Fig. 1: run 1, metal 1
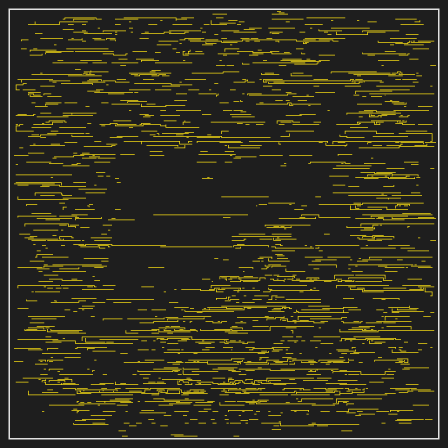
Fig. 2: run 1, I/O nets highlighted
The bar under the picture is 20 um long.
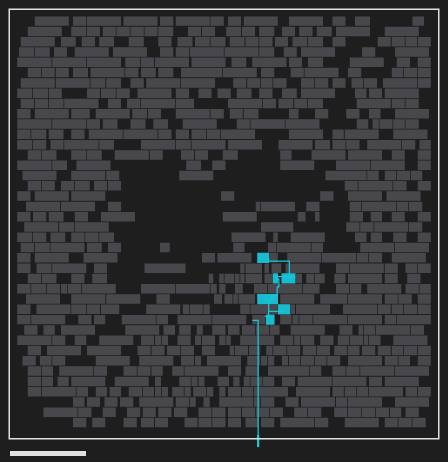
Fig. 3: run 1, clock wires, drivers and flops
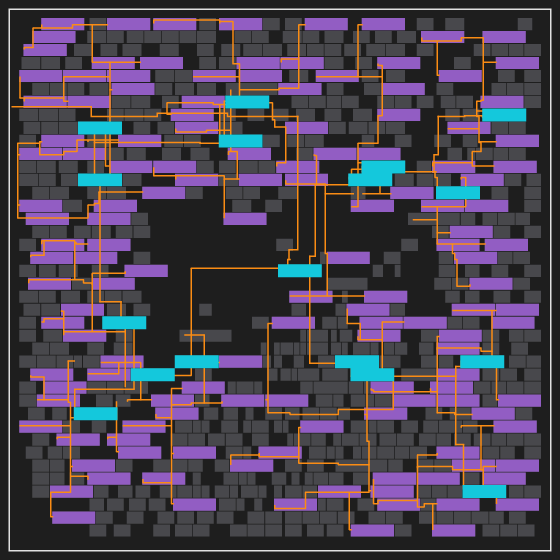
`src/rtl/mem_port_arbiter_pkg.sv`:
```
// ==========================================================================
// Package : mem_arb_pkg
// Arbiter state encoding and memory access-length codes.
// Revision: 1.0
// ==========================================================================
`default_nettype none

package mem_arb_pkg;

    typedef enum logic [1:0] {
        IDLE   = 2'd0,
        BUSY_I = 2'd1,
        BUSY_D = 2'd2
    } arb_state_t;

    // Access-length codes shared with the controller and the data memory
    localparam logic [1:0] LEN_BYTE = 2'd0;
    localparam logic [1:0] LEN_HALF = 2'd1;
    localparam logic [1:0] LEN_WORD = 2'd2;

endpackage

`default_nettype wire

```
`src/rtl/mem_port_arbiter_if.sv`:
```
// ==========================================================================
// Interface : mem_port_arbiter_if
// Fetch, load/store and shared-memory signals of the memory port arbiter.
// Revision: 1.0
// ==========================================================================
`default_nettype none

interface mem_port_arbiter_if #(
    parameter int ADDR_W = 32,
    parameter int DATA_W = 32
);
    logic              if_req;
    logic [11:0]       if_addr;
    logic              if_valid;
    logic [DATA_W-1:0] if_rdata;

    logic              dm_rd;
    logic              dm_wr;
    logic [ADDR_W-1:0] dm_addr;
    logic [DATA_W-1:0] dm_wdata;
    logic [1:0]        dm_len;
    logic              dm_sign;
    logic              dm_valid;
    logic [DATA_W-1:0] dm_rdata;

    logic              stall_if;
    logic              stall_mem;

    logic              mem_req;
    logic              mem_we;
    logic [ADDR_W-1:0] mem_addr;
    logic [DATA_W-1:0] mem_wdata;
    logic [1:0]        mem_len;
    logic              mem_sign;
    logic              mem_ready;
    logic [DATA_W-1:0] mem_rdata;

    // Arbiter side
    modport master (
        input  if_req, if_addr, dm_rd, dm_wr, dm_addr, dm_wdata, dm_len, dm_sign,
               mem_ready, mem_rdata,
        output if_valid, if_rdata, dm_valid, dm_rdata, stall_if, stall_mem,
               mem_req, mem_we, mem_addr, mem_wdata, mem_len, mem_sign
    );

    // Pipeline and memory side
    modport slave (
        output if_req, if_addr, dm_rd, dm_wr, dm_addr, dm_wdata, dm_len, dm_sign,
               mem_ready, mem_rdata,
        input  if_valid, if_rdata, dm_valid, dm_rdata, stall_if, stall_mem,
               mem_req, mem_we, mem_addr, mem_wdata, mem_len, mem_sign
    );

endinterface

`default_nettype wire

```
`src/rtl/mem_port_arbiter.sv`:
```
// ==========================================================================
// Module : mem_port_arbiter
// Shares one single-ported memory between instruction fetch and load/store.
// Revision: 1.0
// ==========================================================================
`default_nettype none

module mem_port_arbiter
    import mem_arb_pkg::*;
#(
    parameter int ADDR_W     = 32,
    parameter int DATA_W     = 32,
    parameter int MAX_STARVE = 3
) (
    input  logic               clk,
    input  logic               rst_n,
    mem_port_arbiter_if.master bus
);

    localparam int              CNT_W        = (MAX_STARVE < 1) ? 1 : $clog2(MAX_STARVE + 1);
    localparam logic [CNT_W-1:0] C_STARVE_MAX = CNT_W'(MAX_STARVE);

    arb_state_t       r_state;
    arb_state_t       w_state_nxt;
    logic [CNT_W-1:0] r_starve_cnt;
    logic [CNT_W-1:0] w_starve_nxt;
    logic             w_grant_i;
    logic             w_grant_d;
    logic             w_dm_req;

    assign w_dm_req      = bus.dm_rd | bus.dm_wr;
    assign bus.stall_mem = w_dm_req & ~bus.dm_valid;
    assign bus.stall_if  = (bus.if_req & ~bus.if_valid) | bus.stall_mem;

    always_comb begin
        w_state_nxt  = r_state;
        w_starve_nxt = r_starve_cnt;
        w_grant_i    = 1'b0;
        w_grant_d    = 1'b0;
        case (r_state)
            IDLE: begin
                // Data wins a conflict until fetch has waited MAX_STARVE grants
                if (w_dm_req && !(bus.if_req && (r_starve_cnt == C_STARVE_MAX))) begin
                    w_grant_d   = 1'b1;
                    w_state_nxt = BUSY_D;
                    if (bus.if_req && (r_starve_cnt != C_STARVE_MAX))
                        w_starve_nxt = r_starve_cnt + 1'b1;
                end else if (bus.if_req) begin
                    w_grant_i    = 1'b1;
                    w_state_nxt  = BUSY_I;
                    w_starve_nxt = '0;
                end
            end
            BUSY_I, BUSY_D: begin
                if (bus.mem_ready)
                    w_state_nxt = IDLE;
            end
            default: w_state_nxt = IDLE;
        endcase
        if (!bus.if_req)
            w_starve_nxt = '0;
    end

    always_ff @(posedge clk or negedge rst_n) begin
        if (!rst_n) begin
            r_state       <= IDLE;
            r_starve_cnt  <= '0;
            bus.mem_req   <= 1'b0;
            bus.mem_we    <= 1'b0;
            bus.mem_addr  <= '0;
            bus.mem_wdata <= '0;
            bus.mem_len   <= '0;
            bus.mem_sign  <= 1'b0;
            bus.if_valid  <= 1'b0;
            bus.if_rdata  <= '0;
            bus.dm_valid  <= 1'b0;
            bus.dm_rdata  <= '0;
        end else begin
            r_state      <= w_state_nxt;
            r_starve_cnt <= w_starve_nxt;
            bus.if_valid <= 1'b0;
            bus.dm_valid <= 1'b0;
            if (w_grant_d) begin
                bus.mem_req   <= 1'b1;
                bus.mem_we    <= bus.dm_wr;
                bus.mem_addr  <= bus.dm_addr;
                bus.mem_wdata <= bus.dm_wdata;
                bus.mem_len   <= bus.dm_len;
                bus.mem_sign  <= bus.dm_sign;
            end else if (w_grant_i) begin
                bus.mem_req   <= 1'b1;
                bus.mem_we    <= 1'b0;
                bus.mem_addr  <= ADDR_W'(bus.if_addr);
                bus.mem_wdata <= {DATA_W{1'b0}};
                bus.mem_len   <= LEN_WORD;
                bus.mem_sign  <= 1'b0;
            end else if ((r_state != IDLE) && bus.mem_ready) begin
                bus.mem_req <= 1'b0;
                bus.mem_we  <= 1'b0;
                // A withdrawn requester gets neither a pulse nor new data
                if ((r_state == BUSY_I) && bus.if_req) begin
                    bus.if_valid <= 1'b1;
                    bus.if_rdata <= bus.mem_rdata;
                end
                if ((r_state == BUSY_D) && w_dm_req) begin
                    bus.dm_valid <= 1'b1;
                    if (!bus.mem_we)
                        bus.dm_rdata <= bus.mem_rdata;
                end
            end
        end
    end

endmodule

`default_nettype wire

```
`src/flat_wrapper.sv`:
```
// flat-port wrapper written by rule: the top's interface ports become plain ports
module mem_port_arbiter_flat import mem_arb_pkg::*;
#(
    parameter int ADDR_W     = 32,
    parameter int DATA_W     = 32,
    parameter int MAX_STARVE = 3
)
  (clk, rst_n, bus_if_req, bus_if_addr, bus_dm_rd, bus_dm_wr, bus_dm_addr, bus_dm_wdata, bus_dm_len, bus_dm_sign, bus_mem_ready, bus_mem_rdata, bus_if_valid, bus_if_rdata, bus_dm_valid, bus_dm_rdata, bus_stall_if, bus_stall_mem, bus_mem_req, bus_mem_we, bus_mem_addr, bus_mem_wdata, bus_mem_len, bus_mem_sign);
  mem_port_arbiter_if #(.ADDR_W(ADDR_W), .DATA_W(DATA_W)) bus_i ();
  input  logic clk;
  input  logic rst_n;
  input wire logic [$bits(bus_i.if_req)-1:0] bus_if_req;
  input wire logic [$bits(bus_i.if_addr)-1:0] bus_if_addr;
  input wire logic [$bits(bus_i.dm_rd)-1:0] bus_dm_rd;
  input wire logic [$bits(bus_i.dm_wr)-1:0] bus_dm_wr;
  input wire logic [$bits(bus_i.dm_addr)-1:0] bus_dm_addr;
  input wire logic [$bits(bus_i.dm_wdata)-1:0] bus_dm_wdata;
  input wire logic [$bits(bus_i.dm_len)-1:0] bus_dm_len;
  input wire logic [$bits(bus_i.dm_sign)-1:0] bus_dm_sign;
  input wire logic [$bits(bus_i.mem_ready)-1:0] bus_mem_ready;
  input wire logic [$bits(bus_i.mem_rdata)-1:0] bus_mem_rdata;
  output wire logic [$bits(bus_i.if_valid)-1:0] bus_if_valid;
  output wire logic [$bits(bus_i.if_rdata)-1:0] bus_if_rdata;
  output wire logic [$bits(bus_i.dm_valid)-1:0] bus_dm_valid;
  output wire logic [$bits(bus_i.dm_rdata)-1:0] bus_dm_rdata;
  output wire logic [$bits(bus_i.stall_if)-1:0] bus_stall_if;
  output wire logic [$bits(bus_i.stall_mem)-1:0] bus_stall_mem;
  output wire logic [$bits(bus_i.mem_req)-1:0] bus_mem_req;
  output wire logic [$bits(bus_i.mem_we)-1:0] bus_mem_we;
  output wire logic [$bits(bus_i.mem_addr)-1:0] bus_mem_addr;
  output wire logic [$bits(bus_i.mem_wdata)-1:0] bus_mem_wdata;
  output wire logic [$bits(bus_i.mem_len)-1:0] bus_mem_len;
  output wire logic [$bits(bus_i.mem_sign)-1:0] bus_mem_sign;
  assign bus_i.if_req = bus_if_req;
  assign bus_i.if_addr = bus_if_addr;
  assign bus_i.dm_rd = bus_dm_rd;
  assign bus_i.dm_wr = bus_dm_wr;
  assign bus_i.dm_addr = bus_dm_addr;
  assign bus_i.dm_wdata = bus_dm_wdata;
  assign bus_i.dm_len = bus_dm_len;
  assign bus_i.dm_sign = bus_dm_sign;
  assign bus_i.mem_ready = bus_mem_ready;
  assign bus_i.mem_rdata = bus_mem_rdata;
  assign bus_if_valid = bus_i.if_valid;
  assign bus_if_rdata = bus_i.if_rdata;
  assign bus_dm_valid = bus_i.dm_valid;
  assign bus_dm_rdata = bus_i.dm_rdata;
  assign bus_stall_if = bus_i.stall_if;
  assign bus_stall_mem = bus_i.stall_mem;
  assign bus_mem_req = bus_i.mem_req;
  assign bus_mem_we = bus_i.mem_we;
  assign bus_mem_addr = bus_i.mem_addr;
  assign bus_mem_wdata = bus_i.mem_wdata;
  assign bus_mem_len = bus_i.mem_len;
  assign bus_mem_sign = bus_i.mem_sign;
  mem_port_arbiter #(.ADDR_W(ADDR_W), .DATA_W(DATA_W), .MAX_STARVE(MAX_STARVE)) u_core (.clk(clk), .rst_n(rst_n), .bus(bus_i));
endmodule
```
`config.mk`:
```
export PLATFORM = sky130hd
export DESIGN_NAME = mem_port_arbiter_flat
export DESIGN_NICKNAME = d
export VERILOG_FILES = /design/src/rtl/mem_port_arbiter_pkg.sv /design/src/rtl/mem_port_arbiter_if.sv /design/src/rtl/mem_port_arbiter.sv /design/src/flat_wrapper.sv
export SDC_FILE = /design/constraint.sdc
export NUM_CORES = 1
export LEC_CHECK = 0
export ABC_CLOCK_PERIOD_IN_PS = 5300
export CAP_MARGIN = 20
export CORE_MARGIN = 1.5
export CORE_UTILIZATION = 44
export DETAILED_ROUTE_END_ITERATION = 12
export HOLD_SLACK_MARGIN = 0.1
export PLACE_DENSITY = 0.92
export SETUP_SLACK_MARGIN = 0.02
export SLEW_MARGIN = 15
export SYNTH_ARGS = -nofsm -noshare
export SYNTH_HDL_FRONTEND = slang
export SYNTH_SLANG_ARGS = --single-unit
```
`constraint.sdc`:
```
create_clock -name clk -period 5.3 [get_ports clk]
set_clock_uncertainty 0.2 [all_clocks]
set_input_delay 1.06 -clock clk [delete_from_list [all_inputs] [get_ports clk]]
set_output_delay 1.06 -clock clk [all_outputs]
set_load 0.01 [all_outputs]
```
==> flow_metrics.env, run 1 <==
# source this file to load flow results
export IMPL_yosys_cells=361
export IMPL_ys_flops=139
export IMPL_io_pins=254
export IMPL_top_cell_area_share=0.652
export IMPL_fp_util=0.448
export IMPL_antenna_found_initial=0
export IMPL_dpl_cell_count=740
export IMPL_cellLeakagePower_nw=3.74
export IMPL_crit_buf_inv=2
export IMPL_hold_violations=0
export IMPL_setup_ws_ns=1.45
export IMPL_start_kind="input pin"
export IMPL_area_growth_pct=61.5
export IMPL_ys_area_sq_mm=0.00533
export IMPL_layout_drive_gt1_share=0.166
export IMPL_finalSetupTns_ns=0
export IMPL_status="completed"
export IMPL_report_final_slew_viol_count=0
export IMPL_netlist_instances=361
export IMPL_track_usage=0.232
export IMPL_tightest_slew_ns=0.957
export IMPL_num_antenna_cells=0
export IMPL_tool_warnings=28
export IMPL_grt_max_degree=94
export IMPL_crit_type="in2out"
export IMPL_chip_area_sq_mm=0.0128
export IMPL_cts_resized=0
export IMPL_hold_path_class="reg2reg"
export IMPL_whs_ns=0.284
export IMPL_instances_no_fill=773
export IMPL_wl_per_cell_um=19.1
export IMPL_yosys_top_cells_count="139 x dfrtp_1, 64 x mux2_2, 55 x a22o_1"
export IMPL_top_cell="dfrtp_1"
export IMPL_crit_slowest_cell="clkdlybuf4s50_1"
export IMPL_io_buffers=253
export IMPL_p_per_area_mw_per_mm2=614
export IMPL_area_leaders="dfrtp_1 65%, mux2_2 14%, a22o_1 9.0%"
export IMPL_cts_root_buf="clkbuf_16"
export IMPL_final_setup_viol_count=0
export IMPL_slew_headroom=0.362
export IMPL_end_kind="output port"
export IMPL_cts_setup_buffers=0
export IMPL_dr_pass1_iters=6
export IMPL_drc=0
export IMPL_cp_arrival_ns=2.59
export IMPL_yosys_warnings=0
export IMPL_edf_count=0
export IMPL_fin_crit_ns=3.85
export IMPL_rsz0062_at_grt="no"
export IMPL_finalInstanceArea_sq_mm=0.00861
export IMPL_postRouteAntennaNets=0
export IMPL_core_sq_mm=0.0119
export IMPL_grt_pass1_vias=4341
export IMPL_ir_drop_mv=0.393
export IMPL_cp_cell_sequence="clkdlybuf4s50_1 -> nor2_1 -> o22ai_1 -> clkdlybuf4s50_1"
export IMPL_cts_hold_buf=0
export IMPL_yosys_most_used_dff="dfrtp_1"
export IMPL_ys_seq_frac=0.652
export IMPL_cpPeakStageDelay_ns=0.52
export IMPL_cpMostUsedCell="clkdlybuf4s50_1"
export IMPL_critPathMaxFanout=6
export IMPL_yosysUniqueCellTypes=27
export IMPL_htree_levels=4
export IMPL_gp_congestion=0.803
export IMPL_chipWidth_um=113
export IMPL_wl_um=14800
export IMPL_clk_latency_ns=0.41
Notes on Fig. 1 above:
share of all routed wire: 38%
longest straight run: 29.0 um
main direction: horizontal
nets with wire on the layer: 634

Notes on Fig. 2 above:
legend:
  cyan:
    port: bus_dm_wr
    bits: 1
    direction: input
    edge: south
    end_cells: 6
    buffers: 1
    wire: 66.2 um

Notes on Fig. 3 above:
legend:
  purple:
    item: flip-flops
    count: 139
  cyan:
    item: clock-net drivers
    count: 17
  orange:
    item: clock wires
    length: 1760 um
routed clock nets: 18

==> run 1: sequential cells by signal, summed over array words and instances (netlist names) <==
signal                count
u_core.bus.mem_req        1
u_core.bus.mem_len        2
u_core.r_state            2
u_core.bus.dm_rdata      32
u_core.bus.dm_valid       1
u_core.bus.mem_we         1
u_core.bus.mem_wdata     32
u_core.bus.if_valid       1
u_core.bus.mem_sign       1
u_core.r_starve_cnt       2
u_core.bus.if_rdata      32
u_core.bus.mem_addr      32
==> run 1: placed cells by master (no fill, tap or decap), drive strengths merged <==
cell type / netlist / routed
mux2: 64 / 64
nand2b: 3 / 3
a32o: 1 / 1
nor2b: 2 / 2
nor4b: 1 / 1
buf: 17 / 5
or3: 1 / 1
nor2: 4 / 4
clkbuf: 7 / 22
clkinvlp: 0 / 2
o2bb2ai: 13 / 13
a22o: 55 / 55
nand2: 4 / 4
o211ai: 1 / 1
o2111ai: 1 / 1
o22ai: 2 / 2
and2: 1 / 1
o21ai: 14 / 14
inv: 7 / 8
bufinv: 0 / 4
a2bb2oi: 1 / 1
nand3b: 1 / 1
a21oi: 15 / 15
clkdlybuf4s50: 0 / 252
clkinv: 0 / 3
nand3: 2 / 2
o31a: 1 / 1
dfrtp: 139 / 139
ha: 4 / 4
==> run 1: power by group <==
group	internal, mW	switching (mW)
logic	1.30	0.908
clock network	0.826	0.445
registers	1.54	0.271
total	3.67	1.62
==> run 1: routing by layer <==
| metal | track usage | up-vias | share of wire |
|---|---|---|---|
| met2 | 0.391 | 185 | 0.51 |
| met1 | 0.266 | 2059 | 0.38 |
| li1 | - | 1841 | - |
| met3 | 0.0873 | 29 | 0.084 |
| met4 | 0.103 | 0 | 0.025 |
| met5 | 0 | - | 0 |
==> run 1: logic make-up (layout without fill, tap and decap cells) <==
| family | count (synthesis) | count (layout) | synth area share |
|---|---|---|---|
| buffers and inverters | 31 | 296 | 0.0312 |
| flip-flops | 139 | 139 | 0.652 |
| AND-OR/OR-AND | 104 | 104 | 0.151 |
| adder cells (fa/ha/maj) | 4 | 4 | 0.00938 |
| multiplexers | 64 | 64 | 0.135 |
| AND/OR/NAND/NOR | 19 | 19 | 0.0216 |
==> run 1: path summary, 6_finish.rpt <==
check                                             start                      end  slack (ns)  cells past startpoint
worst max-delay path                          bus_dm_wr             bus_stall_if        1.45                      4
worst min-delay path            u_core.bus.mem_addr[11]  u_core.bus.mem_addr[11]        0.28                      1
worst max register to register        u_core.r_state[0]  u_core.bus.if_rdata[10]        2.46                      5
worst min register to register  u_core.bus.mem_addr[11]  u_core.bus.mem_addr[11]        0.28                      1
max in group asynchronous                         rst_n  u_core.bus.if_rdata[16]        3.25                      2
min in group asynchronous                         rst_n   u_core.bus.if_rdata[7]        0.52                      1
==> run 1: layout make-up <==
class	instances	area, sq um
flip-flops and latches	139	3480
fillers	801	3300
repair buffers	257	2590
multi-input cells	191	1700
clock buffers	22	474
well taps	147	184
clock inverters	10	163
inverters	7	26.3
==> run 1 -> run 2 <==
- ABC_CLOCK_PERIOD_IN_PS: 5300 -> 4000
- CORE_UTILIZATION: 44 -> 41
- PLACE_DENSITY: 0.92 -> 0.87
- clock period: 5.3 -> 4 ns (I/O delays scaled with it)
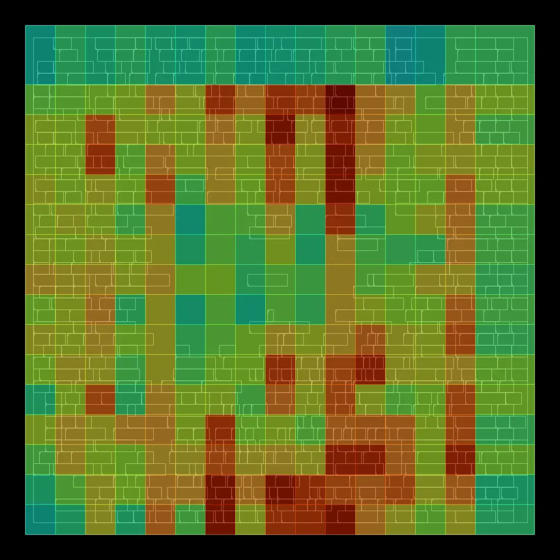
Fig. 4. Routing congestion map (run 2).
fin util: 0.680
DR WL/cell: 18.6 um
grt peak-use layer: met2
met2 global-route usage: 0.379
met3 usage: 0.0844

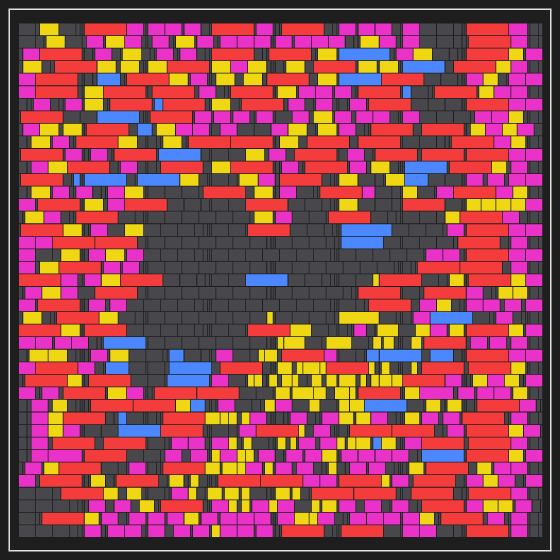
Fig. 5. Cell classes on the final placement (run 2).
Fill, decap, tap and diode cells in grey.
legend:
  red:
    class: registers
    cells: 139
    share_of_their_area: 41%
  magenta:
    class: remaining buffers and delay cells
    cells: 258
    share_of_their_area: 31%
  yellow:
    class: remaining logic cells
    cells: 198
    share_of_their_area: 21%
  blue:
    class: clock drivers and dummy loads
    cells: 32
    share_of_their_area: 7.1%

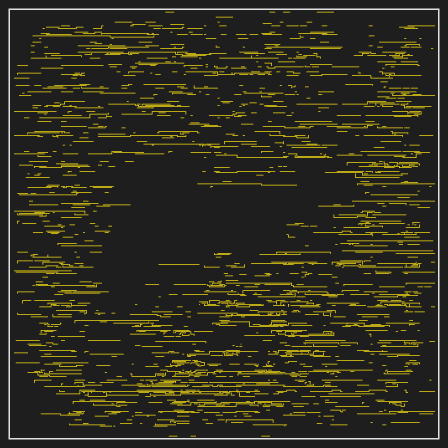
Fig. 6. Metal 1 (run 2).
share of all routed wire: 36%
longest straight run: 40.0 um
wire length on this layer: 5330 um
main direction: horizontal

==> run 2 against run 1 <==
  * Global-route usage down 1.3 points
  * Largest cell class unchanged
  * Largest power group unchanged
  * Die size is 7.1% higher
  * Clock-buffer cell count unchanged
  * Synthesized area stayed put
  * Routed wire length rose by 0.25%
  * Non-clock buffer count grew 1
==> flow_metrics.env, run 2 <==
# source this file to load flow results
export IMPL_status="completed"
export IMPL_switching_share=0.310
export IMPL_io_pins=254
export IMPL_track_usage=0.220
export IMPL_top_cell="dfrtp_1"
export IMPL_finalPower_mw=6.87
export IMPL_cts_buffers=17
export IMPL_fin_crit_ns=3.36
export IMPL_yosys_cells=361
export IMPL_tightest_slew_ns=0.984
export IMPL_htree_levels=4
export IMPL_cp_top_family="buffers and inverters"
export IMPL_core_sq_mm=0.0127
export IMPL_cts_setup_buffers=0
export IMPL_dr_pass1_iters=4
export IMPL_netlist_instances=361
export IMPL_top_cell_area_share=0.652
export IMPL_pwr_share_seq=0.348
export IMPL_num_antenna_cells=0
export IMPL_cp_arrival_ns=2.36
export IMPL_wl_um=14800
export IMPL_yosys_warnings=0
export IMPL_report_final_slew_viol_count=0
export IMPL_cellLeakagePower_nw=3.74
export IMPL_yosys_top_cells_count="139 x dfrtp_1, 64 x mux2_2, 55 x a22o_1"
export IMPL_crit_slowest_cell="clkdlybuf4s50_1"
export IMPL_setup_ws_ns=0.635
export IMPL_avgSynthCellArea_sq_um=14.8
export IMPL_cts_hold_buf=0
export IMPL_die_h_um=117
export IMPL_p_int_mw=4.74
export IMPL_area_growth_pct=61.5
export IMPL_layout_top_cell="clkdlybuf4s50_1"
export IMPL_hold_path_class="in2async"
export IMPL_clk_latency_ns=0.41
export IMPL_cpMostUsedCell="clkdlybuf4s50_1"
export IMPL_drc=0
export IMPL_async_flop_share=1.00
export IMPL_p_sw_mw=2.13
export IMPL_yosys_most_used_dff="dfrtp_1"
export IMPL_end_kind="output port"
export IMPL_finalSetupTns_ns=0
export IMPL_start_kind="input pin"
export IMPL_io_buffers=253
export IMPL_yosysUniqueCellTypes=27
export IMPL_pre_cts_slack_ns=0.617
export IMPL_grt_pass1_vias=4476
export IMPL_ys_seq_frac=0.652
export IMPL_final_setup_viol_count=0
export IMPL_rsz0062_at_grt="no"
export IMPL_cp_cell_sequence="clkdlybuf4s50_1 -> nor2_1 -> o22ai_1 -> clkdlybuf4s50_1"
export IMPL_layout_drive_gt1_share=0.169
export IMPL_p_comb_frac=0.425
export IMPL_p_per_area_mw_per_mm2=798
export IMPL_p_clk_frac=0.227
export IMPL_cts_root_buf="clkbuf_16"
export IMPL_cpPeakStageDelay_ns=0.52
export IMPL_hold_violations=0
export IMPL_ys_flops=139
export IMPL_slew_headroom=0.344
export IMPL_layout_top_cells="252 x clkdlybuf4s50_1, 139 x dfrtp_1, 64 x mux2_2, 55 x a22o_1, 17 x clkbuf_16"
export IMPL_critPathMaxFanout=6
export IMPL_tool_warnings=28
export IMPL_worst_r2r_setup_slack_ns=1.11
export IMPL_gp_congestion=0.811
export IMPL_edf_count=0
export IMPL_grt_max_degree=82
export IMPL_antenna_found_initial=0
export IMPL_chipWidth_um=117
export IMPL_chip_area_sq_mm=0.0137
export IMPL_ir_drop_mv=0.417
export IMPL_area_leaders="dfrtp_1 65%, mux2_2 14%, a22o_1 9.0%"
export IMPL_crit_buf_inv=2
export IMPL_crit_type="in2out"
export IMPL_ys_area_sq_mm=0.00533
export IMPL_fmax_mhz=297
export IMPL_cts_resized=0
export IMPL_drv_cap=0
export IMPL_postRouteAntennaNets=0
[run 2: final timing paths]
kind | cells after the start | start | to
min reg2reg | 1 | u_core.bus.mem_addr[2] | u_core.bus.mem_addr[2]
max reg2reg | 5 | u_core.r_state[0] | u_core.bus.if_rdata[0]
min | 1 | rst_n | u_core.bus.mem_wdata[10]
min in group clk | 1 | u_core.bus.mem_addr[2] | u_core.bus.mem_addr[2]
max | 4 | bus_dm_wr | bus_stall_if
max in group asynchronous | 2 | rst_n | u_core.bus.mem_wdata[23]
[run 2: kinds of logic after synthesis]
group / Yosys count / share of synthesized area
mux: 64 / 0.135
compound gates: 104 / 0.151
flops: 139 / 0.652
fa+ha+maj: 4 / 0.00938
buf+inv: 31 / 0.0312
simple gates: 19 / 0.0216
[run 2: stage by stage]
step / hold WS, ns / cells / utilization
floorplan: 0.300 / 361 / -
global placement: 0.276 / 767 / 0.632
detailed placement: 0.275 / 767 / 0.632
CTS: 0.242 / 799 / 0.680
global route: 0.263 / 799 / 0.680
finish: 0.205 / 799 / 0.680
[run 2: power groups by stage]
stage,Combinational (mW),Sequential [mW],Clock [mW]
5_1_grt,3.13,2.47,1.66
6_report,2.92,2.39,1.56
3_3_place_gp,2.86,2.36,0
3_5_place_dp,2.94,2.40,0
4_1_cts,2.96,2.40,1.59
2_1_floorplan,1.01,2.66,0
[run 2: cell type report]
class	count	area (sq um)
clock buffers	22	484
clock inverters	10	114
fillers	928	4060
inverters	7	26.3
multi-input cells	191	1700
flip-flops and latches	139	3480
well taps	172	215
repair buffers	258	2600
[run 2: routing by layer]
layer,track usage,share of wire,routed length (um),vias to the layer above
met3,0.0844,0.089,1330,43
met4,0.116,0.037,545,0
met2,0.379,0.51,7630,197
met1,0.234,0.36,5330,2099
met5,0,0,0,-
li1,-,-,-,1840
[run 2: worst register-to-register path, delay by kind of cell (launching register included)]
family / cells / cell delay (ns)
adders and majority gates: 1 / 0.49
buffers and inverters: 1 / 0.09
DFF: 1 / 0.40
muxes: 1 / 0.59
and+or+nand+nor: 2 / 1.00
==> run 2 -> run 3 <==
- ABC_CLOCK_PERIOD_IN_PS: 4000 -> 3400
- clock period: 4 -> 3.4 ns (I/O delays scaled with it)
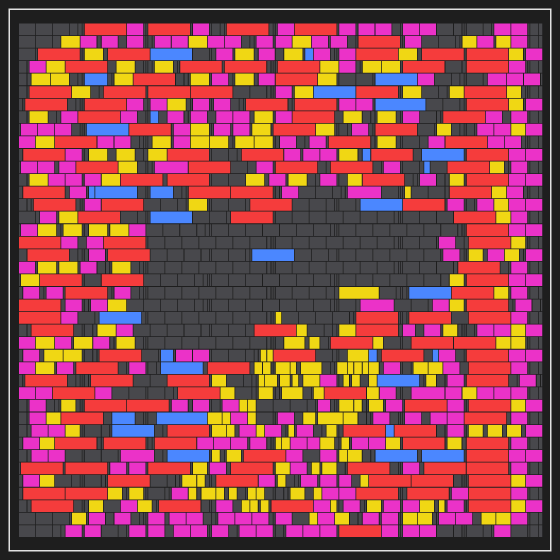
Fig. 7. Cell classes on the final placement (run 3).
Fill, decap, tap and diode cells in grey.
legend:
  blue:
    class: clock drivers and dummy loads
    cells: 31
    share_of_their_area: 6.8%
  yellow:
    class: remaining logic cells
    cells: 198
    share_of_their_area: 20%
  magenta:
    class: remaining buffers and delay cells
    cells: 263
    share_of_their_area: 32%
  red:
    class: registers
    cells: 139
    share_of_their_area: 41%

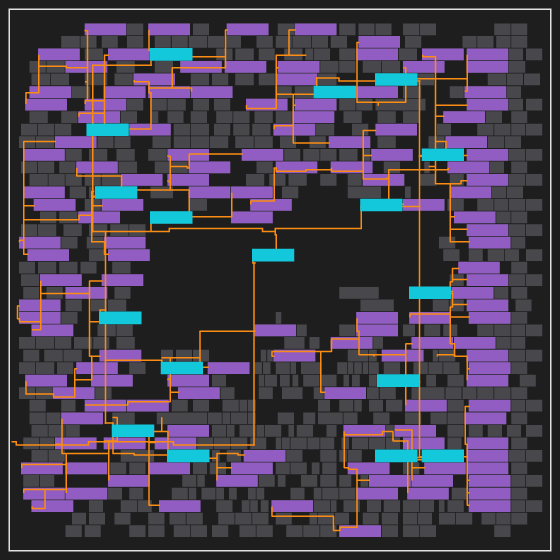
Fig. 8. Clock wires, drivers and flops (run 3).
legend:
  orange:
    item: clock wires
    length: 1560 um
  purple:
    item: flip-flops
    count: 139
  cyan:
    item: clock-net drivers
    count: 17
routed clock nets: 18
flops lie: widely spread

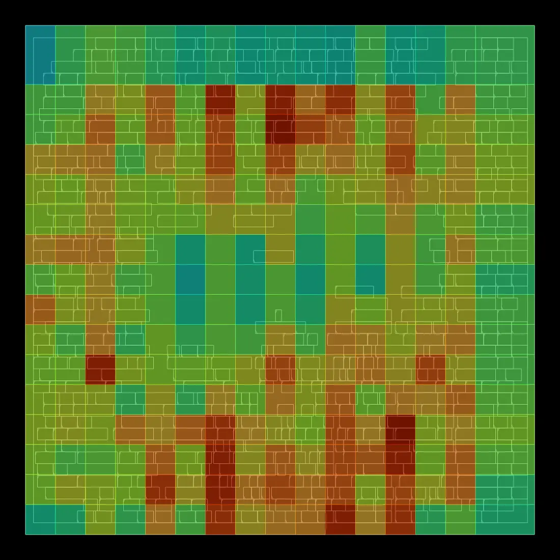
Fig. 9. Routing congestion map (run 3).
met3 usage: 0.0767
met2 global-route usage: 0.368

==> run 3 against run 2 <==
  * Register-to-register slack lost 0.37 ns
  * Synthesized area is the same
  * First-iteration DRC count increased by 14%
  * Cell count is 0.50% higher
  * Global-route usage down 0.76 points
  * Synthesized cell count unchanged
  * Sequential power up 18%
  * Largest cell class unchanged
==> flow_metrics.env, run 3 <==
# source this file to load flow results
export IMPL_status="completed"
export IMPL_antenna_found_initial=0
export IMPL_top_cell="dfrtp_1"
export IMPL_yosys_warnings=0
export IMPL_dr_first_iter_drc_count=221
export IMPL_grt_max_degree=65
export IMPL_clk_latency_ns=0.41
export IMPL_core_sq_mm=0.0127
export IMPL_wl_met2_um=7480
export IMPL_hold_violations=0
export IMPL_yosys_most_used_dff="dfrtp_1"
export IMPL_io_buffers=253
export IMPL_p_sw_mw=2.47
export IMPL_yosysUniqueCellTypes=27
export IMPL_cellLeakagePower_nw=3.76
export IMPL_ys_flops=139
export IMPL_p_clk_frac=0.220
export IMPL_top_cell_area_share=0.652
export IMPL_end_kind="output port"
export IMPL_track_usage=0.212
export IMPL_wl_um=14700
export IMPL_whs_ns=0.290
export IMPL_crit_type="in2out"
export IMPL_fill_cells=884
export IMPL_async_flop_share=1.00
export IMPL_edf_count=0
export IMPL_synthSimpleGateAreaFrac=0.0216
export IMPL_tool_warnings=28
export IMPL_io_pins=254
export IMPL_cts_root_buf="clkbuf_16"
export IMPL_vias=4135
export IMPL_wl_per_cell_um=18.3
export IMPL_fp_util=0.421
export IMPL_area_growth_pct=62.4
export IMPL_fmax_mhz=310
export IMPL_cts_buffers=17
export IMPL_ir_drop_mv=0.456
export IMPL_layout_drive_gt1_share=0.170
export IMPL_synth_cellmix_adderShare=0.00938
export IMPL_ys_area_sq_mm=0.00533
export IMPL_report_final_slew_viol_count=0
export IMPL_p_per_area_mw_per_mm2=928
export IMPL_die_h_um=117
export IMPL_area_leaders="dfrtp_1 65%, mux2_2 14%, a22o_1 9.0%"
export IMPL_num_antenna_cells=0
export IMPL_layout_top_cells="252 x clkdlybuf4s50_1, 139 x dfrtp_1, 64 x mux2_2, 55 x a22o_1, 17 x clkbuf_16"
export IMPL_gp_congestion=0.827
export IMPL_rsz0062_at_grt="no"
export IMPL_yosys_top_cells_count="139 x dfrtp_1, 64 x mux2_2, 55 x a22o_1"
export IMPL_grt_pass1_vias=4219
export IMPL_slew_headroom=0.469
export IMPL_dr_pass1_iters=4
export IMPL_start_kind="input pin"
export IMPL_synthTopLogicFamily="AND-OR/OR-AND gates"
export IMPL_hold_path_class="reg2reg"
export IMPL_tightest_slew_ns=0.797
export IMPL_wl_met1_um=5580
export IMPL_switching_share=0.307
export IMPL_chipWidth_um=117
export IMPL_synth_compound_gate_area_share=0.151
export IMPL_netlist_instances=361
export IMPL_yosys_cells=361
export IMPL_drv_cap=0
export IMPL_drc=0
export IMPL_critPathMaxFanout=5
export IMPL_ys_seq_frac=0.652
export IMPL_cts_resized=0
==> run 3: path summary, 6_finish.rpt <==
path | from | endpoint | slack [ns] | cells past startpoint
max | bus_dm_rd | bus_stall_if | 0.17 | 4
min | u_core.bus.mem_addr[0] | u_core.bus.mem_addr[0] | 0.29 | 1
max reg2reg | u_core.r_state[0] | u_core.bus.if_rdata[8] | 0.74 | 6
min reg2reg | u_core.bus.mem_addr[0] | u_core.bus.mem_addr[0] | 0.29 | 1
max in group asynchronous | rst_n | u_core.bus.mem_addr[17] | 1.65 | 3
min in group asynchronous | rst_n | u_core.bus.mem_wdata[6] | 0.61 | 2
==> run 3: through the flow <==
stage	cell area [sq um]	utilization	power, mW	instances	setup slack [ns]
final	8660	0.684	8.03	803	0.171
after detailed placement	8080	0.638	6.30	771	0.211
after floorplan	5330	-	4.32	361	1.33
after global placement	8080	0.638	6.17	771	0.220
after CTS	8660	0.684	8.12	803	0.154
after global routing	8660	0.684	8.47	803	0.0844
==> run 3: kinds of logic (layout without fill, tap and decap cells) <==
family                     count (synthesis)  after routing
DFF                                      139            139
buffers and inverters                     31            301
AOI/OAI and AO/OA                        104            104
muxes                                     64             64
and+or+nand+nor                           19             19
adders and majority gates                  4              4
==> run 3: power by group through the flow <==
| stage | clock (mW) | combinational, mW | sequential, mW |
|---|---|---|---|
| after global placement | 0 | 3.39 | 2.78 |
| after detailed placement | 0 | 3.48 | 2.83 |
| final | 1.77 | 3.46 | 2.81 |
| after CTS | 1.80 | 3.51 | 2.81 |
| after floorplan | 0 | 1.19 | 3.13 |
| after global routing | 1.87 | 3.70 | 2.89 |
==> run 3: timing repair <==
action                                 in CTS  in global routing
buffers inserted                            0                  0
endpoints found under the hold margin      57                  0
hold buffers                                1                  0
==> run 3: layer usage <==
| metal | vias up | track usage |
|---|---|---|
| li1 | 1857 | - |
| met1 | 2078 | 0.233 |
| met2 | 170 | 0.368 |
| met3 | 30 | 0.0767 |
| met4 | 0 | 0.0964 |
| met5 | - | 0 |
==> run 3: area by class of cell <==
type                            instances  area [sq um]  area share
Multi-Input combinational cell        191          1700       0.196
Timing Repair Buffer                  263          2670       0.309
Inverter                                7          26.3     0.00303
Clock inverter                          8          92.6      0.0107
Tap cell                              172           215      0.0248
Sequential cell                       139          3480       0.402
Clock buffer                           23           478      0.0552
==> run 3: critical path, stage by stage <==
cell	delay (ns)
clkdlybuf4s50_1	0.50
nor2_1	0.45
o22ai_1	0.18
clkdlybuf4s50_1	0.53
Power is estimated from default activity; no workload was simulated.
